Figure 1. Clock distribution (run 1).
Bar = 20 microns.
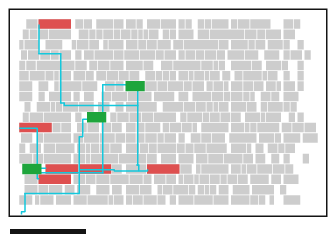
Figure 2. Metal 3 (run 1).
Bar = 20 microns.
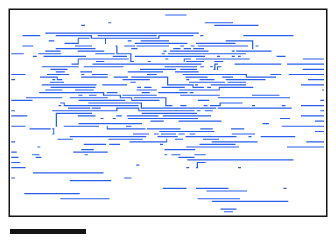
Figure 3. Cell outlines without signal wires (run 1).
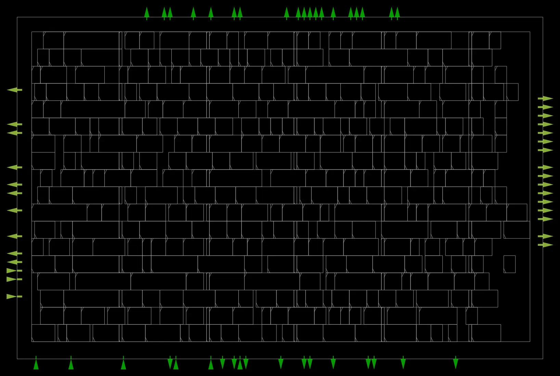
$ cat src/rtl/lc3_ctrl_pkg.sv
// Shared definitions for the LC-3 microcoded control unit: COND codes,
// named microstates and the packed microinstruction layout.
package lc3_ctrl_pkg;

  localparam logic [2:0] COND_NONE  = 3'b000;
  localparam logic [2:0] COND_R     = 3'b001;
  localparam logic [2:0] COND_BEN   = 3'b010;
  localparam logic [2:0] COND_PSR15 = 3'b011;
  localparam logic [2:0] COND_IR11  = 3'b100;
  localparam logic [2:0] COND_INT   = 3'b101;
  localparam logic [2:0] COND_ACV   = 3'b110;

  localparam logic [5:0] ST_BR     = 6'd0;
  localparam logic [5:0] ST_ADD    = 6'd1;
  localparam logic [5:0] ST_FETCH  = 6'd18;
  localparam logic [5:0] ST_BR_TKN = 6'd22;
  localparam logic [5:0] ST_READ   = 6'd28;
  localparam logic [5:0] ST_LDIR   = 6'd30;
  localparam logic [5:0] ST_DECODE = 6'd32;
  localparam logic [5:0] ST_ACV    = 6'd33;
  localparam logic [5:0] ST_VECTOR = 6'd52;

  // Load enables, MSB first: {MAR, MDR, IR, BEN, REG, CC, PC, Priv, SavedSSP, SavedUSP, Vector}
  localparam int unsigned LD_W = 11;
  localparam logic [LD_W-1:0] LD_MAR    = 11'h400;
  localparam logic [LD_W-1:0] LD_MDR    = 11'h200;
  localparam logic [LD_W-1:0] LD_IR     = 11'h100;
  localparam logic [LD_W-1:0] LD_BEN    = 11'h080;
  localparam logic [LD_W-1:0] LD_REG    = 11'h040;
  localparam logic [LD_W-1:0] LD_CC     = 11'h020;
  localparam logic [LD_W-1:0] LD_PC     = 11'h010;
  localparam logic [LD_W-1:0] LD_PRIV   = 11'h008;
  localparam logic [LD_W-1:0] LD_SSP    = 11'h004;
  localparam logic [LD_W-1:0] LD_USP    = 11'h002;
  localparam logic [LD_W-1:0] LD_VECTOR = 11'h001;

  // Gate enables, MSB first: {PC, MDR, ALU, MARMUX, Vector, PCm1, PSR, SP}
  localparam int unsigned GATE_W = 8;
  localparam logic [GATE_W-1:0] G_PC     = 8'h80;
  localparam logic [GATE_W-1:0] G_MDR    = 8'h40;
  localparam logic [GATE_W-1:0] G_ALU    = 8'h20;
  localparam logic [GATE_W-1:0] G_MARMUX = 8'h10;
  localparam logic [GATE_W-1:0] G_VECTOR = 8'h08;
  localparam logic [GATE_W-1:0] G_PCM1   = 8'h04;
  localparam logic [GATE_W-1:0] G_PSR    = 8'h02;
  localparam logic [GATE_W-1:0] G_SP     = 8'h01;

  localparam logic [1:0] ALUK_ADD   = 2'b00;
  localparam logic [1:0] ALUK_AND   = 2'b01;
  localparam logic [1:0] ALUK_NOT   = 2'b10;
  localparam logic [1:0] ALUK_PASSA = 2'b11;

  // Field order fixes the bit positions, j occupying the MSBs.
  typedef struct packed {
    logic [5:0]        j;
    logic [2:0]        cond;
    logic              ird;
    logic [LD_W-1:0]   ld;
    logic [GATE_W-1:0] gate;
    logic [1:0]        pcmux;
    logic [1:0]        drmux;
    logic [1:0]        sr1mux;
    logic [1:0]        addr2mux;
    logic [1:0]        spmux;
    logic [1:0]        vectormux;
    logic [1:0]        aluk;
    logic              addr1mux;
    logic              marmux;
    logic              tablemux;
    logic              psrmux;
    logic              mio_en;
    logic              r_w;
    logic              set_priv;
  } ctrl_word_t;

  localparam int unsigned CW_W = $bits(ctrl_word_t);

endpackage

$ cat src/rtl/lc3_control_rom.sv
// Microcode ROM: maps a microstate to its control word. States with no
// microinstruction fall back to fetch with every enable cleared.
module lc3_control_rom
  import lc3_ctrl_pkg::*;
(
  input  logic [5:0] state,
  output ctrl_word_t cw,
  output logic       illegal
);

  always_comb begin
    cw      = '0;
    illegal = 1'b0;
    case (state)
      6'd0:  begin cw.cond = COND_BEN; cw.j = ST_FETCH; end
      6'd1:  begin cw.ld = LD_REG | LD_CC; cw.gate = G_ALU; cw.aluk = ALUK_ADD; cw.sr1mux = 2'b01; cw.j = ST_FETCH; end
      6'd5:  begin cw.ld = LD_REG | LD_CC; cw.gate = G_ALU; cw.aluk = ALUK_AND; cw.sr1mux = 2'b01; cw.j = ST_FETCH; end
      6'd9:  begin cw.ld = LD_REG | LD_CC; cw.gate = G_ALU; cw.aluk = ALUK_NOT; cw.sr1mux = 2'b01; cw.j = ST_FETCH; end
      6'd2:  begin cw.ld = LD_MAR; cw.gate = G_MARMUX; cw.marmux = 1'b1; cw.addr2mux = 2'b10; cw.j = 6'd25; end
      6'd3:  begin cw.ld = LD_MAR; cw.gate = G_MARMUX; cw.marmux = 1'b1; cw.addr2mux = 2'b10; cw.j = 6'd23; end
      6'd10: begin cw.ld = LD_MAR; cw.gate = G_MARMUX; cw.marmux = 1'b1; cw.addr2mux = 2'b10; cw.j = 6'd24; end
      6'd11: begin cw.ld = LD_MAR; cw.gate = G_MARMUX; cw.marmux = 1'b1; cw.addr2mux = 2'b10; cw.j = 6'd29; end
      6'd6:  begin cw.ld = LD_MAR; cw.gate = G_MARMUX; cw.marmux = 1'b1; cw.addr1mux = 1'b1;
                   cw.addr2mux = 2'b01; cw.sr1mux = 2'b01; cw.j = 6'd25; end
      6'd7:  begin cw.ld = LD_MAR; cw.gate = G_MARMUX; cw.marmux = 1'b1; cw.addr1mux = 1'b1;
                   cw.addr2mux = 2'b01; cw.sr1mux = 2'b01; cw.j = 6'd23; end
      6'd4:  begin cw.ld = LD_REG; cw.gate = G_PC; cw.drmux = 2'b01; cw.cond = COND_IR11; cw.j = 6'd20; end
      6'd12, 6'd20:
             begin cw.ld = LD_PC; cw.pcmux = 2'b10; cw.addr1mux = 1'b1; cw.sr1mux = 2'b01; cw.j = ST_FETCH; end
      6'd21: begin cw.ld = LD_PC; cw.pcmux = 2'b10; cw.addr2mux = 2'b11; cw.j = ST_FETCH; end
      6'd22: begin cw.ld = LD_PC; cw.pcmux = 2'b10; cw.addr2mux = 2'b10; cw.j = ST_FETCH; end
      6'd14: begin cw.ld = LD_REG; cw.gate = G_MARMUX; cw.marmux = 1'b1; cw.addr2mux = 2'b10; cw.j = ST_FETCH; end
      // TRAP: vector table lookup, save return address in R7, jump.
      6'd15: begin cw.ld = LD_MAR; cw.gate = G_MARMUX; cw.j = 6'd40; end
      6'd40: begin cw.ld = LD_MDR; cw.mio_en = 1'b1; cw.cond = COND_R; cw.j = 6'd40; end
      6'd42: begin cw.ld = LD_REG; cw.gate = G_PC; cw.drmux = 2'b01; cw.j = 6'd34; end
      6'd34: begin cw.ld = LD_PC; cw.gate = G_MDR; cw.pcmux = 2'b01; cw.j = ST_FETCH; end
      6'd23: begin cw.ld = LD_MDR; cw.gate = G_ALU; cw.aluk = ALUK_PASSA; cw.j = 6'd16; end
      6'd16: begin cw.mio_en = 1'b1; cw.r_w = 1'b1; cw.cond = COND_R; cw.j = 6'd16; end
      6'd24: begin cw.ld = LD_MDR; cw.mio_en = 1'b1; cw.cond = COND_R; cw.j = 6'd24; end
      6'd26: begin cw.ld = LD_MAR; cw.gate = G_MDR; cw.j = 6'd25; end
      6'd25: begin cw.ld = LD_MDR; cw.mio_en = 1'b1; cw.cond = COND_R; cw.j = 6'd25; end
      6'd27: begin cw.ld = LD_REG | LD_CC; cw.gate = G_MDR; cw.j = ST_FETCH; end
      6'd29: begin cw.ld = LD_MDR; cw.mio_en = 1'b1; cw.cond = COND_R; cw.j = 6'd29; end
      6'd31: begin cw.ld = LD_MAR; cw.gate = G_MDR; cw.j = 6'd23; end
      6'd18: begin cw.ld = LD_MAR | LD_PC; cw.gate = G_PC; cw.cond = COND_INT; cw.j = ST_ACV; end
      6'd33: begin cw.cond = COND_ACV; cw.j = ST_READ; end
      6'd28: begin cw.ld = LD_MDR; cw.mio_en = 1'b1; cw.cond = COND_R; cw.j = ST_READ; end
      6'd30: begin cw.ld = LD_IR; cw.gate = G_MDR; cw.j = ST_DECODE; end
      6'd32: begin cw.ld = LD_BEN; cw.ird = 1'b1; end
      // RTI: pop PC from the supervisor stack; user mode takes the privilege exception.
      6'd8:  begin cw.ld = LD_MAR; cw.gate = G_ALU; cw.aluk = ALUK_PASSA; cw.sr1mux = 2'b10;
                   cw.cond = COND_PSR15; cw.j = 6'd36; end
      6'd36: begin cw.ld = LD_MDR; cw.mio_en = 1'b1; cw.cond = COND_R; cw.j = 6'd36; end
      6'd38: begin cw.ld = LD_PC; cw.gate = G_MDR; cw.pcmux = 2'b01; cw.j = 6'd39; end
      6'd39: begin cw.ld = LD_REG; cw.gate = G_SP; cw.sr1mux = 2'b10; cw.drmux = 2'b10; cw.j = ST_FETCH; end
      6'd13: begin cw.ld = LD_VECTOR; cw.tablemux = 1'b1; cw.vectormux = 2'b01; cw.j = ST_VECTOR; end
      6'd44: begin cw.ld = LD_VECTOR; cw.tablemux = 1'b1; cw.j = ST_VECTOR; end
      6'd60: begin cw.ld = LD_VECTOR | LD_PRIV; cw.tablemux = 1'b1; cw.vectormux = 2'b10; cw.j = ST_VECTOR; end
      6'd49: begin cw.ld = LD_VECTOR | LD_MDR | LD_PRIV; cw.gate = G_PSR; cw.psrmux = 1'b1; cw.j = ST_VECTOR; end
      6'd52: begin cw.ld = LD_MAR; cw.gate = G_VECTOR; cw.j = 6'd53; end
      6'd53: begin cw.ld = LD_MDR; cw.mio_en = 1'b1; cw.cond = COND_R; cw.j = 6'd53; end
      6'd55: begin cw.ld = LD_PC; cw.gate = G_MDR; cw.pcmux = 2'b01; cw.j = ST_FETCH; end
      default: begin
        cw.j    = ST_FETCH;
        illegal = 1'b1;
      end
    endcase
  end

endmodule

$ cat src/rtl/lc3_control_store.sv
// Microstate register plus control-word decode. All outputs are Moore:
// they depend only on the registered state.
module lc3_control_store
  import lc3_ctrl_pkg::*;
#(
  parameter logic [5:0] RESET_STATE = ST_FETCH
) (
  input  logic        i_clk,
  input  logic        i_rst,
  input  logic [5:0]  i_AddressNextState,
  input  logic        i_Run,
  output logic [5:0]  o_State,
  output logic [5:0]  o_j_field,
  output logic [2:0]  o_COND_bits,
  output logic        o_IRD,
  output logic [10:0] o_LD,
  output logic [7:0]  o_Gate,
  output logic [1:0]  o_PCMUX,
  output logic [1:0]  o_DRMUX,
  output logic [1:0]  o_SR1MUX,
  output logic [1:0]  o_ADDR2MUX,
  output logic [1:0]  o_SPMUX,
  output logic [1:0]  o_VectorMUX,
  output logic [1:0]  o_ALUK,
  output logic        o_ADDR1MUX,
  output logic        o_MARMUX,
  output logic        o_TableMUX,
  output logic        o_PSRMUX,
  output logic        o_MIO_EN,
  output logic        o_R_W,
  output logic        o_Set_Priv,
  output logic        o_IllegalState
);

  logic [5:0] state;
  ctrl_word_t cw;
  logic       illegal;

  always_ff @(posedge i_clk) begin
    if (i_rst) begin
      state <= RESET_STATE;
    end else if (i_Run) begin
      state <= i_AddressNextState;
    end
  end

  lc3_control_rom u_rom (
    .state   (state),
    .cw      (cw),
    .illegal (illegal)
  );

  assign o_State        = state;
  assign o_j_field      = cw.j;
  assign o_COND_bits    = cw.cond;
  assign o_IRD          = cw.ird;
  assign o_LD           = cw.ld;
  assign o_Gate         = cw.gate;
  assign o_PCMUX        = cw.pcmux;
  assign o_DRMUX        = cw.drmux;
  assign o_SR1MUX       = cw.sr1mux;
  assign o_ADDR2MUX     = cw.addr2mux;
  assign o_SPMUX        = cw.spmux;
  assign o_VectorMUX    = cw.vectormux;
  assign o_ALUK         = cw.aluk;
  assign o_ADDR1MUX     = cw.addr1mux;
  assign o_MARMUX       = cw.marmux;
  assign o_TableMUX     = cw.tablemux;
  assign o_PSRMUX       = cw.psrmux;
  assign o_MIO_EN       = cw.mio_en;
  assign o_R_W          = cw.r_w;
  assign o_Set_Priv     = cw.set_priv;
  assign o_IllegalState = illegal;

endmodule

$ cat config.mk
export PLATFORM = sky130hd
export DESIGN_NAME = lc3_control_store
export DESIGN_NICKNAME = d
export VERILOG_FILES = /design/src/rtl/lc3_ctrl_pkg.sv /design/src/rtl/lc3_control_rom.sv /design/src/rtl/lc3_control_store.sv
export SDC_FILE = /design/constraint.sdc
export NUM_CORES = 1
export LEC_CHECK = 0
export CORE_AREA = 2 2 81 52
export DETAILED_ROUTE_END_ITERATION = 7
export DIE_AREA = 0 0 83 54
export PLACE_DENSITY = 0.79
export SLEW_MARGIN = 15
export SYNTH_ARGS = -nofsm -noshare
export SYNTH_HDL_FRONTEND = slang
export SYNTH_HIERARCHICAL = 1
export SYNTH_SLANG_ARGS = --single-unit
$ cat constraint.sdc
create_clock -name i_clk -period 1.8 [get_ports i_clk]
set_input_delay 0.27 -clock i_clk [delete_from_list [all_inputs] [get_ports i_clk]]
set_output_delay 0.27 -clock i_clk [all_outputs]
set_load 0.01 [all_outputs]
==> Changelog: implementation, run 1 <==
### Changed

- Outcome: finished with violations
- Violated checks: setup timing
- Total placed instance area: approximately 2600 sq um
- Comb area share: around 50%
- Crit-path max FO: 6
- Final Max Slew Viols: 0
- Met1 usage: between 40% and 50%
- Antenna Nets Post-Route: 0
- Final setup margin: -0.215 ns
- Logic inverters: 2
- Signal buffers: roughly 170
- Postcts setup bufs: 15
- AND/OR/NAND/NOR Cells, Area Fraction: between 30% and 40%
- First DRT Iteration DRCs: ~520
- FP Core Util: between 40% and 50%
- Worst ir drop on vdd: between 0.0006 and 0.0007 V
- Clk_lat worst skew: around 0.23 ns
- Net Sw Power: 0.642 mW
- Antenna cells: 0
- Yosys warning tally: 6
- Setup violations, final: 32
- Met2 GRT Util: a little under three fifths
- Logic area: approximately 1700 sq um
- Fin util: between 80% and 90%
- R2r setup slk: 0.70 ns
- Crit-path leading delay family: AND-OR/OR-AND gates
- Mux frac, synth: between 3 and 4%
- Buf/Inv on CP: 3
- Power Sequential: between 0.15 and 0.2 mW
About Figure 1:
clock wires -> cyan  # length 204 microns
clock drivers -> green  # count 3
flip-flops -> red  # count 6
routed clock nets = 4

About Figure 2:
main direction = horizontal
wire length on this layer = 1560 microns
longest straight run = 40.0 microns
nets with wire on the layer = 145
share of all routed wire = 14%
met3 Use GR: 10.4%
via count: 2961

About Figure 3:
Seq/total area: 4.24%
# Taps: 50
CORE AREA: 3850 sq um

## Run 2: what changed since run 1
--- a/config.mk
+++ b/config.mk
@@ -5,10 +5,13 @@
 export SDC_FILE = /design/constraint.sdc
 export NUM_CORES = 1
 export LEC_CHECK = 0
-export CORE_AREA = 2 2 81 52
+export ABC_AREA = 1
+export CELL_PAD_IN_SITES_DETAIL_PLACEMENT = 0
+export CELL_PAD_IN_SITES_GLOBAL_PLACEMENT = 1
+export CORE_AREA = 2 2 98 62
 export DETAILED_ROUTE_END_ITERATION = 7
-export DIE_AREA = 0 0 83 54
-export PLACE_DENSITY = 0.79
+export DIE_AREA = 0 0 100 64
+export PLACE_DENSITY = 0.77
 export SLEW_MARGIN = 15
 export SYNTH_ARGS = -nofsm -noshare
 export SYNTH_HDL_FRONTEND = slang
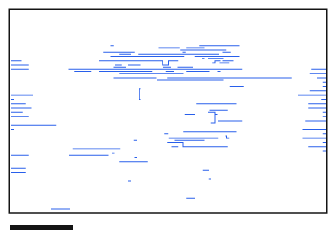
Figure 4: run 2, metal 3.
Bar = 20 microns.
main direction = horizontal
longest straight run = 54.7 microns
share of all routed wire = 8.4%
wire length on this layer = 648 microns
nets with wire on the layer = 78
via count: 2440
met3 Use GR: 4.38%
Total Wirelength: 7690 microns

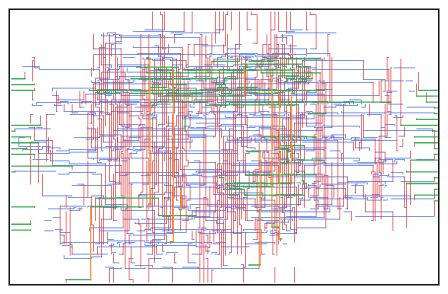
Figure 5: run 2, routed metal, one colour a layer.
metal 2 -> red  # wire length 3540 microns
metal 1 -> blue  # wire length 3280 microns
metal 3 -> green  # wire length 648 microns
metal 4 -> orange  # wire length 220 microns

==> Changelog: implementation, run 2 <==
### Changed

- Outcome: finished with violations
- Violated checks: setup timing
- Top sig layer: met4
- Final Max Slew Viols: 0
- Power Sequential: 0.159 mW
- Metal2 WL: approximately 3500 microns
- Lkg Pwr: slightly above 2 nW
- Crit-path max FO: 7
- Met2 GRT Util: between 30 and 40%
- Rows: 21
- Postcts setup bufs: 29
- Crit-path leading delay family: simple AND/OR/NAND/NOR gates
- Yosys warning tally: 6
- Met1 usage: between 20 and 30%
- Sw Share: between 40% and 50%
- Area leader share: 23.7%
- FP Core Util: between 20% and 30%
- Maximum clock insertion buffer count: 2
- CTS tree: yes
- Antenna cells: 0
- Buf/Inv on CP: 4
- Setup violations, final: 34
- Comb area share: about two fifths
- Worst path max stage delay: roughly 0.35 ns
- Net Sw Power: approximately 0.5 mW
- Antenna Nets Post-Route: 0
- Seq/total area: about 4.2%
- Total placed instance area: around 2400 sq um
- Fin util: a little over three fifths
- Port-buffer cells: ~59
- Final setup margin: -0.315 ns
- Mux frac, synth: 0%
- Logic inverters: between 40 and 50
- M1 WL: between 3000 and 4000 microns
- TritonCTS buffer count: 3
- R2r setup slk: a little over 1 ns
- CORE AREA: roughly 5500 sq um
- Worst ir drop on vdd: roughly 0.00032 V
- Max Clock Freq: about 0.47 GHz
- First DRT Iteration DRCs: 162
- Pin count of the biggest net entering global routing: 12
- Signal buffers: between 150 and 200
- Logic area: between 1000 and 1500 sq um
- # Taps: slightly below 70
- AND/OR/NAND/NOR Cells, Area Fraction: just under 70%
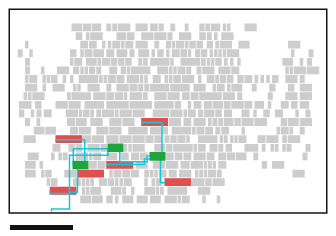
Figure 6: run 2, clock distribution.
Bar = 20 microns.
clock drivers -> green  # count 3
flip-flops -> red  # count 6
clock wires -> cyan  # length 158 microns
routed clock nets = 4
Clk network pwr share: 17.9%
clk_lat worst skew: 0.23 ns
Clk. pwr: 0.213 mW

No activity file was given, so power comes from the tool's default toggle rates.
